==> src/rtl/key_event_pkg.sv <==
// Shared types for the keypad event queue: key/code sizing, the queued
// event layout and the autorepeat tracker states.
package key_event_pkg;

    localparam int NKEYS  = 16;
    localparam int CODE_W = $clog2(NKEYS);

    // One queued event. Packed as {rpt, code}, which is the same layout the
    // queue stores in its FIFO entries.
    typedef struct packed {
        logic              rpt;
        logic [CODE_W-1:0] code;
    } key_event_t;

    // Autorepeat tracker: idle, waiting out the initial hold delay, or
    // ticking at the repeat rate.
    typedef enum logic [1:0] {
        REP_IDLE  = 2'd0,
        REP_DELAY = 2'd1,
        REP_RATE  = 2'd2
    } rep_state_e;

endpackage

==> src/rtl/sync_fifo.sv <==
// Generic single-clock first-word-fall-through FIFO with occupancy count.
// A push into a full FIFO is accepted only when a pop happens in the same
// cycle; otherwise it is ignored and the caller decides what that means.
// DEPTH must be a power of two so the pointers wrap on their own.
module sync_fifo #(
    parameter int WIDTH = 8,
    parameter int DEPTH = 8
) (
    input  logic                     clk,
    input  logic                     rst,
    input  logic                     push,
    input  logic [WIDTH-1:0]         wdata,
    input  logic                     pop,
    output logic [WIDTH-1:0]         rdata,
    output logic [$clog2(DEPTH):0]   count,
    output logic                     full,
    output logic                     empty
);

    localparam int PTR_W = $clog2(DEPTH);
    localparam int CNT_W = PTR_W + 1;

    logic [WIDTH-1:0] mem_q [DEPTH];
    logic [WIDTH-1:0] mem_d [DEPTH];
    logic [PTR_W-1:0] wr_ptr_q, wr_ptr_d;
    logic [PTR_W-1:0] rd_ptr_q, rd_ptr_d;
    logic [CNT_W-1:0] count_q, count_d;
    logic             push_ok;
    logic             pop_ok;

    assign empty   = (count_q == '0);
    assign full    = (count_q == CNT_W'(DEPTH));
    assign pop_ok  = pop & ~empty;
    assign push_ok = push & (~full | pop_ok);
    assign count   = count_q;

    // Head entry falls through; reads as zero while nothing is queued.
    assign rdata   = empty ? '0 : mem_q[rd_ptr_q];

    // Next-state for storage, pointers and occupancy.
    always_comb begin
        mem_d    = mem_q;
        wr_ptr_d = wr_ptr_q;
        rd_ptr_d = rd_ptr_q;
        count_d  = count_q;
        if (push_ok) begin
            mem_d[wr_ptr_q] = wdata;
            wr_ptr_d        = wr_ptr_q + 1'b1;
        end
        if (pop_ok) begin
            rd_ptr_d = rd_ptr_q + 1'b1;
        end
        case ({push_ok, pop_ok})
            2'b10:   count_d = count_q + 1'b1;
            2'b01:   count_d = count_q - 1'b1;
            default: count_d = count_q;
        endcase
    end

    // Pointer and count registers; reset empties the FIFO.
    always_ff @(posedge clk) begin
        if (rst) begin
            wr_ptr_q <= '0;
            rd_ptr_q <= '0;
            count_q  <= '0;
        end else begin
            wr_ptr_q <= wr_ptr_d;
            rd_ptr_q <= rd_ptr_d;
            count_q  <= count_d;
        end
    end

    // Storage needs no reset: stale entries are never visible past count.
    always_ff @(posedge clk) begin
        mem_q <= mem_d;
    end

endmodule

==> src/rtl/key_event_queue.sv <==
// Turns the keypad scanner's debounced level vector into discrete key-code
// events (fresh presses plus autorepeats) and queues them for the control
// FSMs behind a valid/ready handshake.
module key_event_queue
    import key_event_pkg::*;
#(
    parameter int NKEYS        = key_event_pkg::NKEYS,
    parameter int DEPTH        = 8,
    parameter int REPEAT_DELAY = 500000,
    parameter int REPEAT_RATE  = 100000
) (
    input  logic                       clk,
    input  logic                       rst,
    input  logic [NKEYS-1:0]           key,
    output logic                       ev_valid,
    input  logic                       ev_ready,
    output logic [$clog2(NKEYS)-1:0]   ev_code,
    output logic                       ev_repeat,
    output logic [$clog2(DEPTH):0]     count,
    output logic                       overflow,
    input  logic                       clr_ovf
);

    localparam int CODE_BITS = $clog2(NKEYS);
    localparam int EV_W      = CODE_BITS + 1;
    localparam int CNT_MAX   = (REPEAT_DELAY > REPEAT_RATE) ? REPEAT_DELAY : REPEAT_RATE;
    localparam int CNT_W     = (CNT_MAX > 2) ? $clog2(CNT_MAX) : 1;

    localparam logic [CNT_W-1:0] DELAY_LAST = CNT_W'((REPEAT_DELAY > 0) ? REPEAT_DELAY - 1 : 0);
    localparam logic [CNT_W-1:0] RATE_LAST  = CNT_W'((REPEAT_RATE > 0) ? REPEAT_RATE - 1 : 0);

    // Edge detection and press scheduling
    logic [NKEYS-1:0]     key_q, key_d;
    logic [NKEYS-1:0]     pending_q, pending_d;
    logic [NKEYS-1:0]     rise;
    logic [NKEYS-1:0]     grant_onehot;
    logic [CODE_BITS-1:0] grant_code;
    logic                 grant_valid;

    // Autorepeat tracker
    rep_state_e           state_q, state_d;
    logic [CODE_BITS-1:0] tracked_q, tracked_d;
    logic [CNT_W-1:0]     cnt_q, cnt_d;
    logic                 rep_req_q, rep_req_d;
    logic                 rep_tick;
    logic                 key_held;
    logic                 rep_push;

    // Queue interface
    logic                 push;
    logic [EV_W-1:0]      push_data;
    logic [EV_W-1:0]      head_data;
    logic                 fifo_full;
    logic                 fifo_empty;
    logic                 pop_fire;
    logic                 drop;
    logic                 overflow_q, overflow_d;

    assign rise  = key & ~key_q;
    assign key_d = key;

    // Grant the lowest-indexed pending press; the downward scan lets the
    // lowest set bit be the last one written.
    always_comb begin
        grant_valid  = 1'b0;
        grant_code   = '0;
        grant_onehot = '0;
        for (int i = NKEYS - 1; i >= 0; i--) begin
            if (pending_q[i]) begin
                grant_valid     = 1'b1;
                grant_code      = CODE_BITS'(i);
                grant_onehot    = '0;
                grant_onehot[i] = 1'b1;
            end
        end
    end

    // Pending presses stay latched until granted, so short taps survive.
    assign pending_d = (pending_q | rise) & ~grant_onehot;

    assign key_held = key[tracked_q];

    // An outstanding repeat goes out only when no press wants the slot and
    // its key is still down; a release in the same cycle drops it.
    assign rep_push = rep_req_q & ~grant_valid & key_held;

    // Repeat tracker next-state: count out the hold delay, then tick at the
    // repeat rate; release idles it and a new press takes over tracking.
    always_comb begin
        state_d   = state_q;
        tracked_d = tracked_q;
        cnt_d     = cnt_q;
        rep_tick  = 1'b0;
        rep_req_d = rep_req_q;

        case (state_q)
            REP_DELAY: begin
                if (cnt_q == DELAY_LAST) begin
                    rep_tick = 1'b1;
                    cnt_d    = '0;
                    state_d  = REP_RATE;
                end else begin
                    cnt_d = cnt_q + 1'b1;
                end
            end
            REP_RATE: begin
                if (cnt_q == RATE_LAST) begin
                    rep_tick = 1'b1;
                    cnt_d    = '0;
                end else begin
                    cnt_d = cnt_q + 1'b1;
                end
            end
            default: begin
                cnt_d = '0;
            end
        endcase

        if (rep_push) begin
            rep_req_d = 1'b0;
        end
        if (rep_tick) begin
            rep_req_d = 1'b1;
        end

        if (state_q != REP_IDLE && !key_held) begin
            state_d   = REP_IDLE;
            cnt_d     = '0;
            rep_req_d = 1'b0;
        end

        // A repeat owed to the previously tracked key is abandoned when a
        // newer press takes over, since it would carry the wrong code.
        if (grant_valid && REPEAT_DELAY != 0) begin
            state_d   = REP_DELAY;
            tracked_d = grant_code;
            cnt_d     = '0;
            rep_req_d = 1'b0;
        end
    end

    // Enqueue arbitration: presses beat repeats, one event per cycle.
    assign push      = grant_valid | rep_push;
    assign push_data = grant_valid ? {1'b0, grant_code} : {1'b1, tracked_q};

    assign pop_fire  = ev_ready & ~fifo_empty;
    assign drop      = push & fifo_full & ~pop_fire;

    // A drop in the same cycle as a clear leaves the flag set.
    assign overflow_d = (overflow_q & ~clr_ovf) | drop;

    // All control state registers; reset flushes pending presses and the tracker.
    always_ff @(posedge clk) begin
        if (rst) begin
            key_q      <= '0;
            pending_q  <= '0;
            state_q    <= REP_IDLE;
            tracked_q  <= '0;
            cnt_q      <= '0;
            rep_req_q  <= 1'b0;
            overflow_q <= 1'b0;
        end else begin
            key_q      <= key_d;
            pending_q  <= pending_d;
            state_q    <= state_d;
            tracked_q  <= tracked_d;
            cnt_q      <= cnt_d;
            rep_req_q  <= rep_req_d;
            overflow_q <= overflow_d;
        end
    end

    sync_fifo #(
        .WIDTH (EV_W),
        .DEPTH (DEPTH)
    ) u_fifo (
        .clk   (clk),
        .rst   (rst),
        .push  (push),
        .wdata (push_data),
        .pop   (ev_ready),
        .rdata (head_data),
        .count (count),
        .full  (fifo_full),
        .empty (fifo_empty)
    );

    assign ev_valid  = ~fifo_empty;
    assign ev_repeat = head_data[CODE_BITS];
    assign ev_code   = head_data[CODE_BITS-1:0];
    assign overflow  = overflow_q;

endmodule
==> config.mk <==
export PLATFORM = sky130hd
export DESIGN_NAME = key_event_queue
export DESIGN_NICKNAME = d
export VERILOG_FILES = /design/src/rtl/key_event_pkg.sv /design/src/rtl/sync_fifo.sv /design/src/rtl/key_event_queue.sv
export SDC_FILE = /design/constraint.sdc
export NUM_CORES = 1
export LEC_CHECK = 0
export CAP_MARGIN = 20
export CORE_MARGIN = 8
export CORE_UTILIZATION = 37
export CTS_BUF_LIST = sky130_fd_sc_hd__clkbuf_16
export DETAILED_ROUTE_END_ITERATION = 10
export PLACE_DENSITY_LB_ADDON = 0.15
export SETUP_SLACK_MARGIN = 0.5
export SLEW_MARGIN = 20
export SYNTH_ARGS = -nofsm -noshare
export SYNTH_HDL_FRONTEND = slang
export SYNTH_HIERARCHICAL = 1
export SYNTH_SLANG_ARGS = --single-unit
==> constraint.sdc <==
create_clock -name clk -period 4.55 [get_ports clk]
set_input_delay 0.91 -clock clk [delete_from_list [all_inputs] [get_ports clk]]
set_output_delay 0.91 -clock clk [all_outputs]
set_load 0.02 [all_outputs]
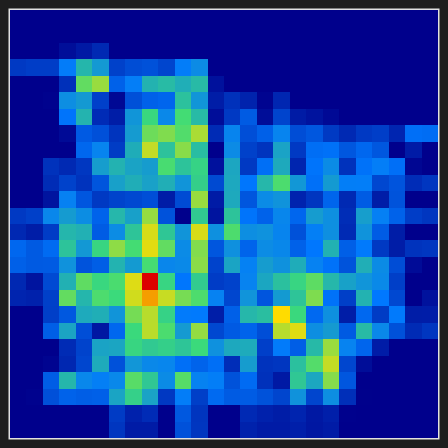
**Above:** run 1 (wire density map).
26 x 26 tiles, from dark blue (low) to red (high), scaled to the fullest tile. Values are wire area over tile area, all layers added.
mean over tiles	0.085
densest ninth of the die	middle
fullest tile	0.46
nearly empty tiles	32%

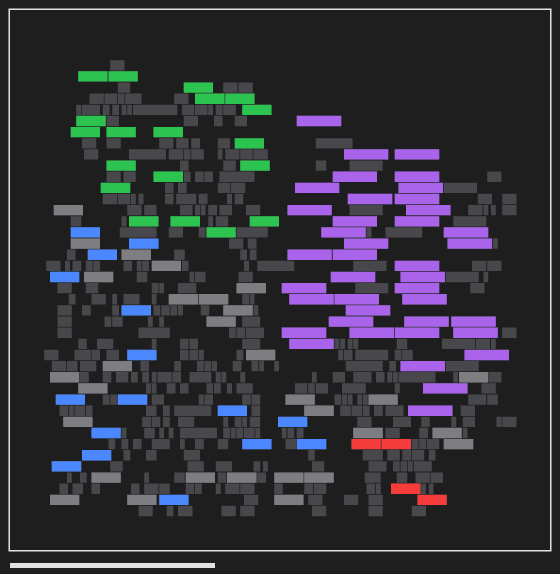
**Above:** run 1 (register map, names as in the netlist).
Bar = 50 um.
colour	name in the netlist	placed flops
purple	u_fifo/mem_q	40
green	cnt_q	19
red	u_fifo/count	4
blue	pending_q	16
not coloured	30

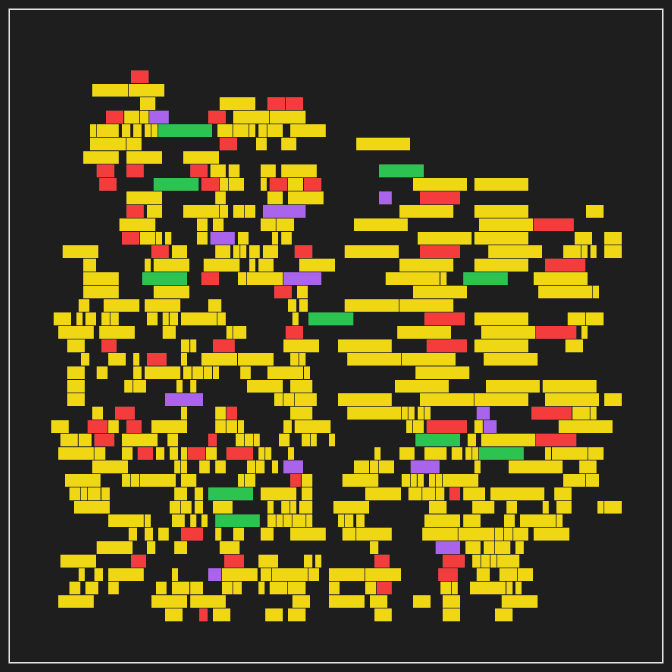
**Above:** run 1 (drive-strength map).
colour	size	cells	share
yellow	drive 1 or less	396	84%
green	drive 6 and up	10	2.1%
red	drive 2	52	11%
purple	drive 3 to 4	12	2.6%

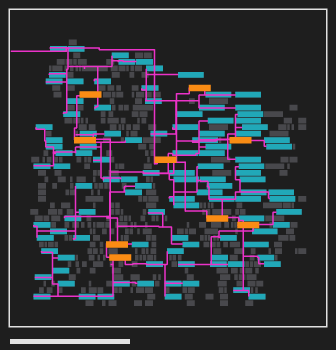
**Above:** run 1 (clock distribution).
Bar = 50 um.
[orange] cells driving clock nets | count: 9
[cyan] flip-flops | count: 109
[magenta] clock wires | length: 1330 um
routed clock nets	10
clk_lat worst skew: 0.35 ns
Final Skew: 0.009459 ns
Clock power frac: 30.5%
clk pwr: 753 uW

==> impl_metrics.json, run 1 <==
{
  "relSlewSlack_pct": 40.30,
  "criticalPathCategory": "input port to flop",
  "nClkBuffers": 9,
  "vias_per_cell": 4.933,
  "finalPower_mw": 2.466,
  "run_status": "complete, no violations",
  "place_worst_setup_slack_ns": 0.4926,
  "grt_pass1_vias": 3293,
  "io_pins": 31,
  "top_cells_by_area": "dfxtp_1 28%, edfxtp_1 24%, mux4_2 4.5%",
  "switchingPower_uw": 687.0,
  "cp_cell_sequence": "clkdlybuf4s50_1, mux2_1, o22ai_1, nor3_1, nor2_1, o21ai_0, o21ai_4, ha_1, nor4bb_1, o21ai_0, o31ai_1, mux2_2",
  "synth_top_cell_by_count": "dfxtp_1",
  "rr_startpoint": "tracked_q[2]",
  "design_area_um2": 5703,
  "critPathLaunch": "key[12]",
  "whs_endpoint": "pending_q[0]",
  "comb_share_pct": 39.47,
  "drt-wirelength-per-cell_um": 14.89,
  "openroad.warnings": 29,
  "nonClockInverterCount": 13,
  "min_path_type": "flop to flop",
  "final.setup.worst_slack_ns": 0.8351,
  "syn_nets": 465,
  "met2_usage_pct": 19.01,
  "crit_top_cell": "o21ai_0",
  "cp.arrival_ns": 3.95,
  "via_count": 3187
}
==> run 1 -> run 2 <==
clock period = 3.3 ns   (was 4.55 ns; I/O delays follow)
==> impl_metrics.json, run 2 <==
{
  "run_status": "complete, no violations",
  "crit_top_cell": "o21ai_4",
  "cp_slowest_cell": "mux2_2",
  "criticalPathCategory": "input port to flop",
  "vias_per_cell": 4.953,
  "comb_share_pct": 39.11,
  "min_path_type": "flop to flop",
  "cp_cell_sequence": "dlygate4sd2_1, mux2_4, o22ai_2, nor3_2, nor2_2, o21ai_4, o21ai_4, buf_6, ha_4, nor4bb_2, o21ai_1, o31ai_1, mux2_2",
  "synth_top_cell_by_count": "dfxtp_1",
  "design_area_um2": 6126,
  "place_worst_setup_slack_ns": -0.1769,
  "finalPower_mw": 3.565,
  "holdWs_ns": 0.3941,
  "powerDensity_nw_per_um2": 582.0,
  "crit_cells": 13,
  "cts_root_buf": "clkbuf_16",
  "fin_setup_tns_ns": 0,
  "openroad.warnings": 31,
  "place.gp.congestion": 0.7499,
  "io_pins": 31,
  "finClkSkew_ns": 0.01125,
  "cp.arrival_ns": 2.96,
  "critPathLaunch": "key[8]",
  "clock_power_mw": 1.06,
  "clk_latency_ns": 0.35,
  "final.setup.worst_slack_ns": 0.5811,
  "nonClockInverterCount": 13,
  "ys.flops": 109,
  "switchingPower_mw": 1.056,
  "nClkBuffers": 9,
  "grt_pass1_vias": 3456,
  "ff_count": 109,
  "biggestRegsByFlops": "u_fifo/mem_q: 40 flops, cnt_q: 19 flops",
  "whs_endpoint": "pending_q[0]",
  "top_cells_by_area": "dfxtp_1 28%, edfxtp_1 24%, mux4_2 4.5%",
  "syn_nets": 465,
  "met2_usage_pct": 19.32,
  "relSlewSlack_pct": 34.19,
  "rsz0062_at_grt": "yes",
  "dpl.hpwl_um": 7000,
  "rr_startpoint": "tracked_q[2]",
  "p_clk_share_pct": 29.6
}
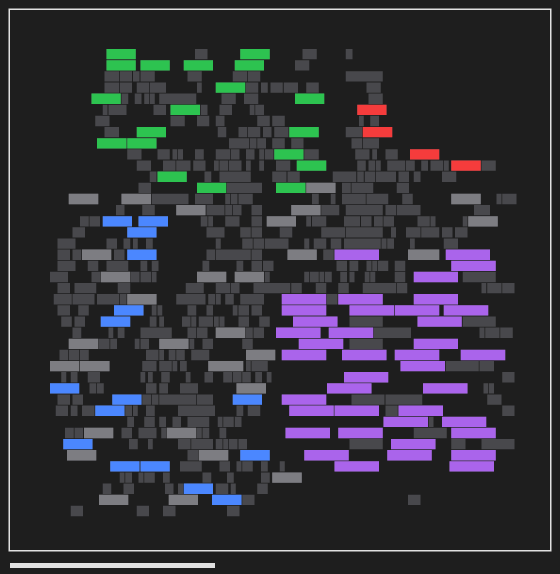
**Above:** run 2 (register map, names as in the netlist).
Bar = 50 um.
colour	name in the netlist	placed flops
purple	u_fifo/mem_q	40
red	u_fifo/count	4
blue	pending_q	16
green	cnt_q	19
not coloured	30
Seq area share: 42.24%
Seq. pwr: 1.62 mW
Flop area: 2587 um2

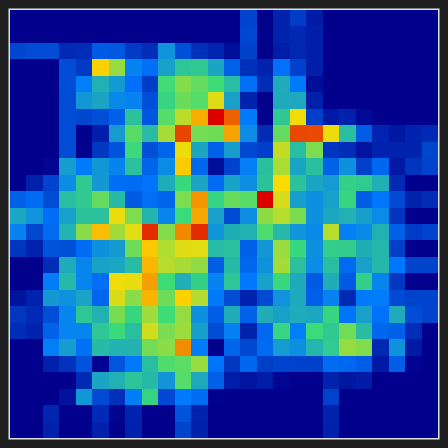
**Above:** run 2 (wire density map).
26 x 26 tiles, from dark blue (low) to red (high), scaled to the fullest tile. Values are wire area over tile area, all layers added.
mean over tiles	0.088
emptiest ninth of the die	top right
tiles over half the peak	14%
via count: 3373
Routed Wire Length: 9935 um

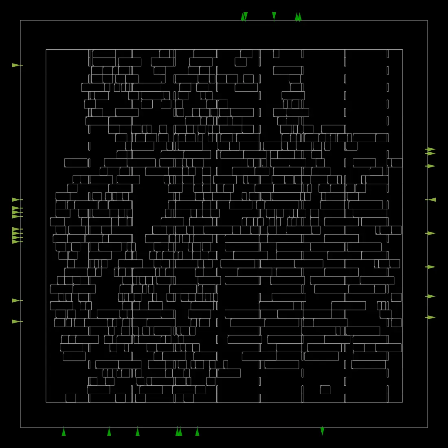
**Above:** run 2 (cell outlines without signal wires).
core area: 13190 um2
Non-Filler Instances: 681
Tap Count: 176
Layout Utilization: 46.44%
number of fill cells in the layout: 1218

Power is estimated from default activity; no workload was simulated.
